--- config.mk ---
export PLATFORM = sky130hd
export DESIGN_NAME = branch_resolve_unit
export DESIGN_NICKNAME = d
export VERILOG_FILES = /design/src/rtl/branch_resolve_pkg.sv /design/src/rtl/branch_target_calc.sv /design/src/rtl/branch_resolve_unit.sv
export SDC_FILE = /design/constraint.sdc
export NUM_CORES = 1
export LEC_CHECK = 0
export CORE_MARGIN = 2
export CORE_UTILIZATION = 50
export DETAILED_ROUTE_END_ITERATION = 6
export MAX_ROUTING_LAYER = met4
export PLACE_DENSITY = 0.91
export SLEW_MARGIN = 0
export SYNTH_ARGS = -nofsm -noshare
export SYNTH_HDL_FRONTEND = slang
export SYNTH_SLANG_ARGS = --single-unit
--- constraint.sdc ---
create_clock -name clk -period 8.56 [get_ports clk]
set_clock_uncertainty 0.2 [all_clocks]
set_input_delay 1.284 -clock clk [delete_from_list [all_inputs] [get_ports clk]]
set_output_delay 1.284 -clock clk [all_outputs]
set_load 0.05 [all_outputs]
--- src/rtl/branch_resolve_pkg.sv ---
// Shared types for the execute-stage branch resolution slice.
// The optional performance counters in branch_resolve_unit are enabled by
// defining BRANCH_RESOLVE_PERF_EN.
package branch_resolve_pkg;

   // Architectural register / PC width used by the packed record types below.
   localparam int ARCH_XLEN = 32;

   typedef logic [ARCH_XLEN-1:0] arch_reg_t;

   // Control-flow class of the instruction in execute.
   typedef enum logic [1:0] {
      KIND_NONE   = 2'd0,
      KIND_BRANCH = 2'd1,
      KIND_JAL    = 2'd2,
      KIND_JALR   = 2'd3
   } branch_kind_t;

   // Resolution FSM: IDLE accepts work, REDIRECT holds a request to fetch.
   typedef enum logic [0:0] {
      RESOLVE_IDLE     = 1'b0,
      RESOLVE_REDIRECT = 1'b1
   } resolve_state_t;

   // Redirect request handed to fetch.
   typedef struct packed {
      arch_reg_t pc;
   } redirect_t;

   // Predictor training record.
   typedef struct packed {
      arch_reg_t pc;
      logic      taken;
      arch_reg_t target;
   } update_t;

endpackage

--- src/rtl/branch_target_calc.sv ---
// Combinational target / direction / next-PC computation for one
// control-flow instruction. No compressed ISA, so only target[1] marks a
// misaligned destination.
module branch_target_calc #(
   parameter int XLEN = 32
) (
   input  logic [1:0]      kind_i,
   input  logic [XLEN-1:0] pc_i,
   input  logic [XLEN-1:0] imm_i,
   input  logic [XLEN-1:0] rs1_i,
   input  logic            branch_result_i,
   output logic [XLEN-1:0] target_o,
   output logic            taken_o,
   output logic [XLEN-1:0] next_pc_o,
   output logic            misaligned_o
);
   import branch_resolve_pkg::*;

   branch_kind_t kind_s;
   logic [XLEN-1:0] pc_plus4_s;
   logic [XLEN-1:0] jalr_mask_s;

   assign kind_s      = branch_kind_t'(kind_i);
   assign pc_plus4_s  = pc_i + {{(XLEN-3){1'b0}}, 3'b100};
   assign jalr_mask_s = {{(XLEN-1){1'b1}}, 1'b0};

   // Select target and direction by instruction kind (all sums wrap modulo 2^XLEN).
   always_comb begin
      target_o = pc_i + imm_i;
      taken_o  = 1'b0;
      case (kind_s)
         KIND_BRANCH: begin
            target_o = pc_i + imm_i;
            taken_o  = branch_result_i;
         end
         KIND_JAL: begin
            target_o = pc_i + imm_i;
            taken_o  = 1'b1;
         end
         KIND_JALR: begin
            target_o = (rs1_i + imm_i) & jalr_mask_s;
            taken_o  = 1'b1;
         end
         KIND_NONE: begin
            target_o = pc_i + imm_i;
            taken_o  = 1'b0;
         end
         default: begin
            target_o = pc_i + imm_i;
            taken_o  = 1'b0;
         end
      endcase
   end

   assign next_pc_o    = taken_o ? target_o : pc_plus4_s;
   assign misaligned_o = taken_o & target_o[1];

endmodule

--- src/rtl/branch_resolve_unit.sv ---
// Execute-stage branch resolution: compares the computed next PC with the
// fetch prediction, raises a held redirect plus a one-cycle flush on a
// mispredict, and emits predictor-update and misaligned-target pulses.
// Define BRANCH_RESOLVE_PERF_EN to build the saturating performance counters;
// otherwise the perf ports are tied to zero.
module branch_resolve_unit #(
   parameter int XLEN      = 32,
   parameter int CNT_WIDTH = 32
) (
   input  logic                 clk,
   input  logic                 rst,
   input  logic                 in_valid,
   output logic                 in_ready,
   input  logic [XLEN-1:0]      in_pc,
   input  logic [XLEN-1:0]      in_imm,
   input  logic [XLEN-1:0]      in_rs1,
   input  logic [1:0]           in_kind,
   input  logic                 in_branch_result,
   input  logic                 in_pred_taken,
   input  logic [XLEN-1:0]      in_pred_target,
   output logic                 redirect_valid,
   input  logic                 redirect_ready,
   output logic [XLEN-1:0]      redirect_pc,
   output logic                 flush,
   output logic                 upd_valid,
   output logic [XLEN-1:0]      upd_pc,
   output logic                 upd_taken,
   output logic [XLEN-1:0]      upd_target,
   output logic                 misalign_valid,
   output logic [XLEN-1:0]      misalign_pc,
   output logic [XLEN-1:0]      misalign_addr,
   output logic [CNT_WIDTH-1:0] perf_resolved,
   output logic [CNT_WIDTH-1:0] perf_mispredict
);
   import branch_resolve_pkg::*;

   resolve_state_t  state_q;
   logic            ready_q;
   logic            redirect_valid_q;
   logic [XLEN-1:0] redirect_pc_q;
   logic            flush_q;
   logic            upd_valid_q;
   logic [XLEN-1:0] upd_pc_q;
   logic            upd_taken_q;
   logic [XLEN-1:0] upd_target_q;
   logic            misalign_valid_q;
   logic [XLEN-1:0] misalign_pc_q;
   logic [XLEN-1:0] misalign_addr_q;

   logic [XLEN-1:0] target_s;
   logic [XLEN-1:0] next_pc_s;
   logic            taken_s;
   logic            misaligned_s;
   logic            accept_s;
   logic            mispredict_s;
   logic            resolved_s;
   logic            enter_redirect_s;
   logic            misalign_evt_s;

   branch_target_calc #(
      .XLEN (XLEN)
   ) u_target_calc (
      .kind_i          (in_kind),
      .pc_i            (in_pc),
      .imm_i           (in_imm),
      .rs1_i           (in_rs1),
      .branch_result_i (in_branch_result),
      .target_o        (target_s),
      .taken_o         (taken_s),
      .next_pc_o       (next_pc_s),
      .misaligned_o    (misaligned_s)
   );

   // ready_q is only set in IDLE, so accepts cannot happen during REDIRECT.
   assign accept_s         = in_valid & ready_q;
   assign mispredict_s     = (in_pred_taken != taken_s) |
                             (taken_s & (in_pred_target != target_s));
   assign resolved_s       = accept_s & (in_kind != KIND_NONE) & ~misaligned_s;
   assign enter_redirect_s = accept_s & ~misaligned_s & mispredict_s;
   assign misalign_evt_s   = accept_s & misaligned_s;

   // Resolution FSM with all outputs registered one cycle after accept.
   always_ff @(posedge clk) begin
      if (rst) begin
         state_q          <= RESOLVE_IDLE;
         ready_q          <= 1'b0;
         redirect_valid_q <= 1'b0;
         redirect_pc_q    <= {XLEN{1'b0}};
         flush_q          <= 1'b0;
         upd_valid_q      <= 1'b0;
         upd_pc_q         <= {XLEN{1'b0}};
         upd_taken_q      <= 1'b0;
         upd_target_q     <= {XLEN{1'b0}};
         misalign_valid_q <= 1'b0;
         misalign_pc_q    <= {XLEN{1'b0}};
         misalign_addr_q  <= {XLEN{1'b0}};
      end else begin
         upd_valid_q      <= resolved_s;
         misalign_valid_q <= misalign_evt_s;
         if (resolved_s) begin
            upd_pc_q     <= in_pc;
            upd_taken_q  <= taken_s;
            upd_target_q <= target_s;
         end
         if (misalign_evt_s) begin
            misalign_pc_q   <= in_pc;
            misalign_addr_q <= target_s;
         end
         case (state_q)
            RESOLVE_IDLE: begin
               flush_q <= 1'b0;
               ready_q <= 1'b1;
               if (enter_redirect_s) begin
                  state_q          <= RESOLVE_REDIRECT;
                  ready_q          <= 1'b0;
                  redirect_valid_q <= 1'b1;
                  redirect_pc_q    <= next_pc_s;
                  flush_q          <= 1'b1;
               end
            end
            RESOLVE_REDIRECT: begin
               flush_q <= 1'b0;
               if (redirect_valid_q && redirect_ready) begin
                  state_q          <= RESOLVE_IDLE;
                  ready_q          <= 1'b1;
                  redirect_valid_q <= 1'b0;
               end
            end
            default: begin
               state_q          <= RESOLVE_IDLE;
               ready_q          <= 1'b1;
               redirect_valid_q <= 1'b0;
               flush_q          <= 1'b0;
            end
         endcase
      end
   end

   assign in_ready       = ready_q;
   assign redirect_valid = redirect_valid_q;
   assign redirect_pc    = redirect_pc_q;
   assign flush          = flush_q;
   assign upd_valid      = upd_valid_q;
   assign upd_pc         = upd_pc_q;
   assign upd_taken      = upd_taken_q;
   assign upd_target     = upd_target_q;
   assign misalign_valid = misalign_valid_q;
   assign misalign_pc    = misalign_pc_q;
   assign misalign_addr  = misalign_addr_q;

`ifdef BRANCH_RESOLVE_PERF_EN
   logic [CNT_WIDTH-1:0] perf_resolved_q;
   logic [CNT_WIDTH-1:0] perf_mispredict_q;

   // Saturating event counters, counted alongside the pulses they track.
   always_ff @(posedge clk) begin
      if (rst) begin
         perf_resolved_q   <= {CNT_WIDTH{1'b0}};
         perf_mispredict_q <= {CNT_WIDTH{1'b0}};
      end else begin
         if (resolved_s && (perf_resolved_q != {CNT_WIDTH{1'b1}})) begin
            perf_resolved_q <= perf_resolved_q + {{(CNT_WIDTH-1){1'b0}}, 1'b1};
         end
         if (enter_redirect_s && (perf_mispredict_q != {CNT_WIDTH{1'b1}})) begin
            perf_mispredict_q <= perf_mispredict_q + {{(CNT_WIDTH-1){1'b0}}, 1'b1};
         end
      end
   end

   assign perf_resolved   = perf_resolved_q;
   assign perf_mispredict = perf_mispredict_q;
`else
   assign perf_resolved   = {CNT_WIDTH{1'b0}};
   assign perf_mispredict = {CNT_WIDTH{1'b0}};
`endif

endmodule

==> results.cfg, run 1 <==
; yosys + openroad results
[synthesis]
synthesis.area_mm2 = 0.0123
ys_cells = 1638
top_area_cell = dfxtp_1
ys_sh_mux_pct = 0.917
synth_seq_share_pct = 27.2
synth_cell_types = 82
synth.avg_cell_area_um2 = 7.49
edf_count = 0
ys.flops = 167
synthAoiAreaFrac_pct = 26.2
ys_sh_simple_pct = 24.1
fa_ha_area_share_pct = 6.64
ys_area_mm2 = 0.0123
synthCells = 1638
xor_area_share_pct = 6.77
ys_top_logic_family = AND-OR/OR-AND gates
synthArstFlopShare_pct = 0

[critical_path]
cp_slowest_cell = nor4_1
worstSetupPathType = primary input to flip-flop
required_ns = 8.71
slowest_delay_ns = 1.17
cp-start-kind = primary input
r2r-end = redirect_pc[11]
worstPathMaxFanout = 30
reg2reg_slack_ns = 5.64
rr_startpoint = in_ready
crit_cells = 16
crit_chain = clkdlybuf4s50_1 > ha_1 > a21o_1 > a21o_1 > a211oi_1 > nor3_1 > a41o_1 > nor4_1 > xnor2_1 > nor3_1 > nand4_1 > nor4_1 > and4_2 > buf_4 > nand3_1 > o211ai_1
cp-endpoint = redirect_pc[22]
setup.worst_path.start = in_pc[8]
r2r_cells = 7
critPathCaptureType = flip-flop
cp_num_buf_inv = 2

[grt]
use_met2_pct = 53.9
grt_max_degree = 91
antenna_found_initial = 0
top_usage_layer = met2
grt_pass1_vias = 12300
grt.met3_usage_pct = 6.46
grt_overflow = 0

[layout]
nonClkBufAreaFrac_pct = 19.7
inverters_excl_clock = 19
ff_latch_area_mm2 = 0.00334
signal_buffers = 313
clock_buffers = 18
layout-drive-gt1-share_pct = 3.68
comb_share_pct = 52.1
area_growth_pct = 28.3
fin_nets = 2064
final-clk-cell-share_pct = 3.91
nFillCells = 1994

[sta]
finalSetupTns_ns = 0
finalSetupViolCount = 0
layout_min_cycle_time_ns = 7.02
holdWs_ns = 0.254
period_used_pct = 82.1
setup_ws_ns = 1.54
final-hold-violation-count = 0
report.final.slew_viol_count = 0
relSlewSlack_pct = 3.32

[cts]
cts_buffers = 17
htree_num_levels = 4
cts.clk_slew.worst_paths_ns = 0.08
post_cts_buffers = 0
clk-insertion-delay-late_ns = 0.44
clockBufferDepth = 2
cts_tree = built
postCtsHoldBufs = 0

[floorplan]
fp.coreArea_mm2 = 0.0242
initial_utilization_pct = 50.8
pin_count = 366
tap_cells = 324
num_rows = 57

[run]
tool_warnings = 26

[drt]
via_count = 13700
first_pass_iters = 6
ant_nets = 0
vias_per_cell = 6.21
dr.max_layer_used = met4
wl_met1_um = 18500
met2_length_um = 20600
drt_iter0_drc = 1387
dr_wl_met3_um = 4820
drc_errors = 0
drt-total-wl_um = 47100

[placement]
dp_hpwl_um = 35600

[run_status]
status = finished, final reports clean

[hold_path]
min_path_type = flip-flop to flip-flop
whs_path_depth = 2

[pwr]
p_per_area_mw_per_mm2 = 176
==> run 1: Yosys cell counts, drive strengths merged (35+ instances only) <==
library cell,n
clkbuf,87
a21oi,167
nand3,72
nor2b,35
nor2,140
a211oi,76
buf,82
o21ai,47
ha,62
xor2,44
nand2,238
dfxtp,167
o211ai,40
xnor2,50
==> run 1: through the flow <==
step / cells / instance area (µm²) / power, mW
after floorplan: 1701 / 12500 / 1.59
after global placement: 2169 / 15100 / 1.92
after detailed placement: 2169 / 15100 / 1.93
after CTS: 2201 / 15700 / 2.74
after global routing: 2201 / 15700 / 2.86
final: 2201 / 15700 / 2.77
==> run 1: where the power goes <==
part | total [mW] | switching, mW | internal [mW]
logic | 1.09 | 0.733 | 0.362
registers | 0.853 | 0.0293 | 0.824
clock network | 0.822 | 0.370 | 0.451
==> run_1/clk_routes.png <==
Drawn at 4 px/µm.
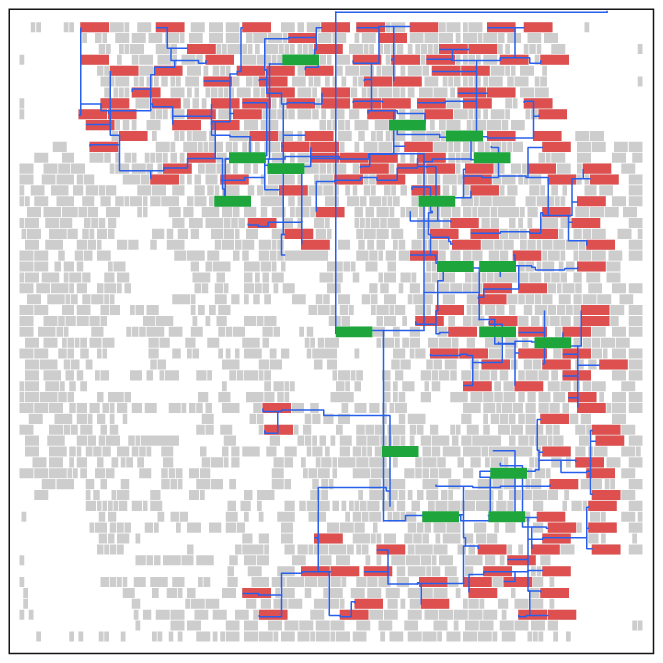
legend:
  blue:
    item: clock wires
    length: 2210 µm
  red:
    item: flip-flops
    count: 167
  green:
    item: clock drivers
    count: 17
routed clock nets: 18
flops lie: all over the die

==> run_1/layer_met4.png <==
Drawn at 2 px/µm.
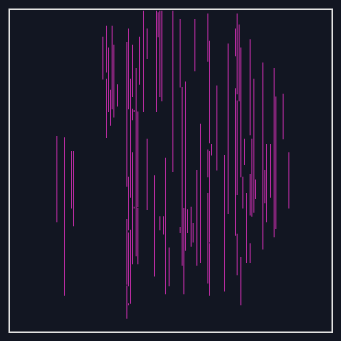
share of all routed wire: 6.9%
main direction: vertical

==> run_1/congestion.png <==
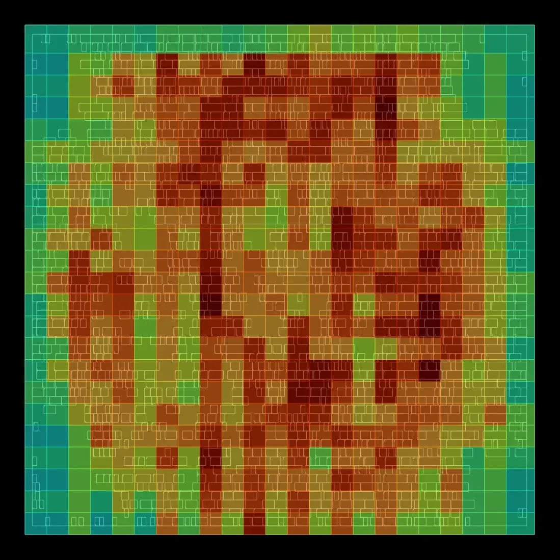
share of the core filled with cells: 65.1%
Tot GR Track Use: 35.8%

==> run 2: changes to the inputs <==
- CORE_UTILIZATION: 50 -> 49
- PLACE_DENSITY: 0.91 -> 0.9
- clock period: 8.56 -> 6.5 ns (I/O delays scaled with it)
==> run_2/cell_density.png <==
Drawn at 1.5 px/µm. The die is cut into 16 by 16 equal tiles; white is low, dark blue is high, 0 to 100% covered.
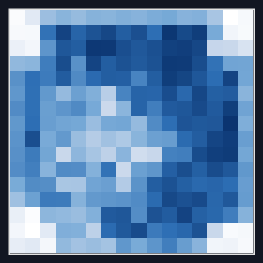
tiles over 75% full: 37%
mean over tiles: 60%
nearly empty tiles: 1.2%
fullest tile: 98%
emptiest ninth of the die: lower left

==> run_2/power_grid.png <==
Drawn at 3 px/µm. Pins as bars on the die edge.
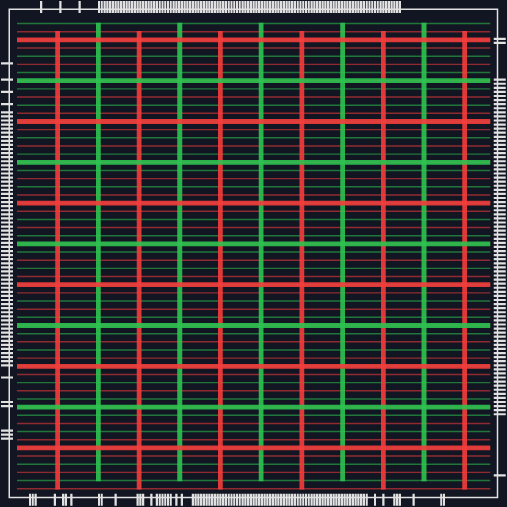
legend:
  red:
    net: VSS
  green:
    net: VDD
met1 rails: 58
rows: 57
met5 straps: 11
met4 straps: 11

==> run_2/layer_met4.png <==
Drawn at 2 px/µm.
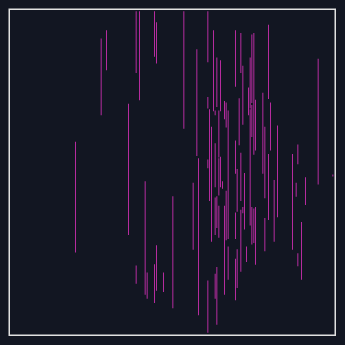
wire length on this layer: 2320 µm
nets with wire on the layer: 67
main direction: vertical
longest straight run: 78.2 µm
share of all routed wire: 4.7%

==> results.cfg, run 2 <==
; yosys + openroad results
[placement]
dp.cells = 2209
dpl_cell_area_mm2 = 0.0155
port_buffers = 301
gp_congestion = 1.04
dp_hpwl_um = 37200

[floorplan]
num_rows = 57
initial_utilization_pct = 50.2
dieArea_mm2 = 0.0263
pin_count = 366
tap_cells = 324
die_x_um = 162
die_y_um = 162
fp.coreArea_mm2 = 0.0245

[synthesis]
synth_seq_share_pct = 27.2
top_area_cell = dfxtp_1
edf_count = 0
ys.flops = 167
synthesis.area_mm2 = 0.0123
common_cells = 238 x nand2_1, 167 x dfxtp_1, 165 x a21oi_1
top_cells_by_area = dfxtp_1 27%, nand2_1 7.3%, a21oi_1 6.7%
synth.avg_cell_area_um2 = 7.49
synthArstFlopShare_pct = 0
top_area_share_pct = 27.2
ys_area_mm2 = 0.0123
synth.most_common_cell = nand2_1
flop_cell = dfxtp_1
synth_cell_types = 82
yosysWarnings = 0
ys_cells = 1638
synthCells = 1638

[layout]
fin_cells = 2241
n_antenna_cell = 0
comb_share_pct = 51.0
clock_buffers = 18
nonClkBufAreaFrac_pct = 21.4
design_area_mm2 = 0.0161
signal_buffers = 353
ff_latch_area_mm2 = 0.00334
nFillCells = 2001
layout.cells.most_common_list = 300 x clkdlybuf4s50_1, 237 x nand2_1, 167 x dfxtp_1
final-clk-cell-share_pct = 3.94
area_growth_pct = 31.2
largest_class = combinational gates
logic_area_mm2 = 0.00821
fin_nets = 2104
seq_share_pct = 20.8
inverters_excl_clock = 19
final_core_util_pct = 65.8
num-multi-input-gates = 1346
layout-drive-gt1-share_pct = 5.69

[critical_path]
reg2reg_slack_ns = 3.89
slowest_delay_ns = 0.60
worstSetupPathType = primary input to flip-flop
crit_cells = 17
setup.worst_path.start = in_pc[0]
cp-endpoint = redirect_pc[2]
crit_chain = clkdlybuf4s50_1 > ha_1 > fa_1 > a21o_1 > a221o_1 > a31o_2 > o2111a_1 > o311a_1 > a211oi_1 > o31a_1 > xor2_1 > o21ai_0 > nor4_1 > and4_2 > buf_12 > a21o_1 > a211oi_2
rr_startpoint = in_ready
required_ns = 6.57
crit_family = AND-OR/OR-AND gates
cp_slowest_cell = clkdlybuf4s50_1
r2r-end = redirect_pc[12]
cp_num_buf_inv = 2
critPathArrivalTime_ns = 6.11
worstPathMaxFanout = 11
cp-start-kind = primary input
r2r_cells = 8
critPathCaptureType = flip-flop

[run_status]
status = finished, final reports clean

[sta]
holdWs_ns = 0.255
rsz0062_at_grt = no
report.final.slew_viol_count = 0
setup_ws_ns = 0.468
layout_min_cycle_time_ns = 6.03
finalSetupViolCount = 0
fmax_ghz = 0.166
relSlewSlack_pct = 24.0
period_used_pct = 92.8
finalSetupTns_ns = 0
worst_slew_pin_slew_ns = 1.14
final-hold-violation-count = 0

[cts]
cts.clk_slew.worst_paths_ns = 0.07
cts.root.buffer_cell = clkbuf_16
postCtsHoldBufs = 0
cts_buffers = 17
htree_num_levels = 4
cts_sinks = 167
post_cts_buffers = 0
clk-insertion-delay-late_ns = 0.43
cts_tree = built
clockBufferDepth = 2

[drt]
via_count = 14000
drc_errors = 0
vias_per_cell = 6.24
drt_iter0_drc = 1730
drt-total-wl_um = 49000
first_pass_iters = 7
ant_nets = 0

[pwr]
pwr-share-seq_pct = 30.3
powerClk_mw = 1.10
p_comb_mw = 1.49
comb_power_share_pct = 40.0
finalPower_mw = 3.71
top_power_group = combinational cells
sw_frac_of_total_pct = 40.9
pwr-share-clk_pct = 29.7
ir_drop_v = 0.000154
powerSeq_mw = 1.12
leakagePower_nw = 6.15
p_per_area_mw_per_mm2 = 231
p_sw_mw = 1.52
p_int_mw = 2.20

[run]
tool_warnings = 28
maxCapViolCount = 0

[grt]
grt_max_degree = 103
grt_pass1_vias = 13000
antenna_found_initial = 0
grt_usage_pct = 36.9
grt_overflow = 0
grt_pass1_wl_um = 73700

[hold_path]
whs_path_depth = 2
min_path_type = flip-flop to flip-flop
whs_endpoint = upd_pc[30]
-- run 2: cell counts after synthesis --
No cell type changed its count.
-- run 2: logic make-up (layout without fill, tap and decap cells) --
| group | after synthesis | in the layout | share of synthesized area [%] |
|---|---|---|---|
| XOR/XNOR | 94 | 94 | 6.77 |
| flip-flops | 167 | 167 | 27.2 |
| buffers and inverters | 188 | 404 | 8.08 |
| adder cells (fa/ha/maj) | 64 | 64 | 6.64 |
| other | 1 | 64 | 0.0305 |
| AND/OR/NAND/NOR | 635 | 635 | 24.1 |
| multiplexers | 11 | 11 | 0.917 |
| AND-OR/OR-AND | 478 | 478 | 26.2 |
-- run 2: routing by layer --
layer	part of all wire [%]	global-route usage, %
met3	10	6.74
met2	45	57.9
met5	0	-
met4	4.7	15.3
met1	40	47.0
No activity file was given, so power comes from the tool's default toggle rates.
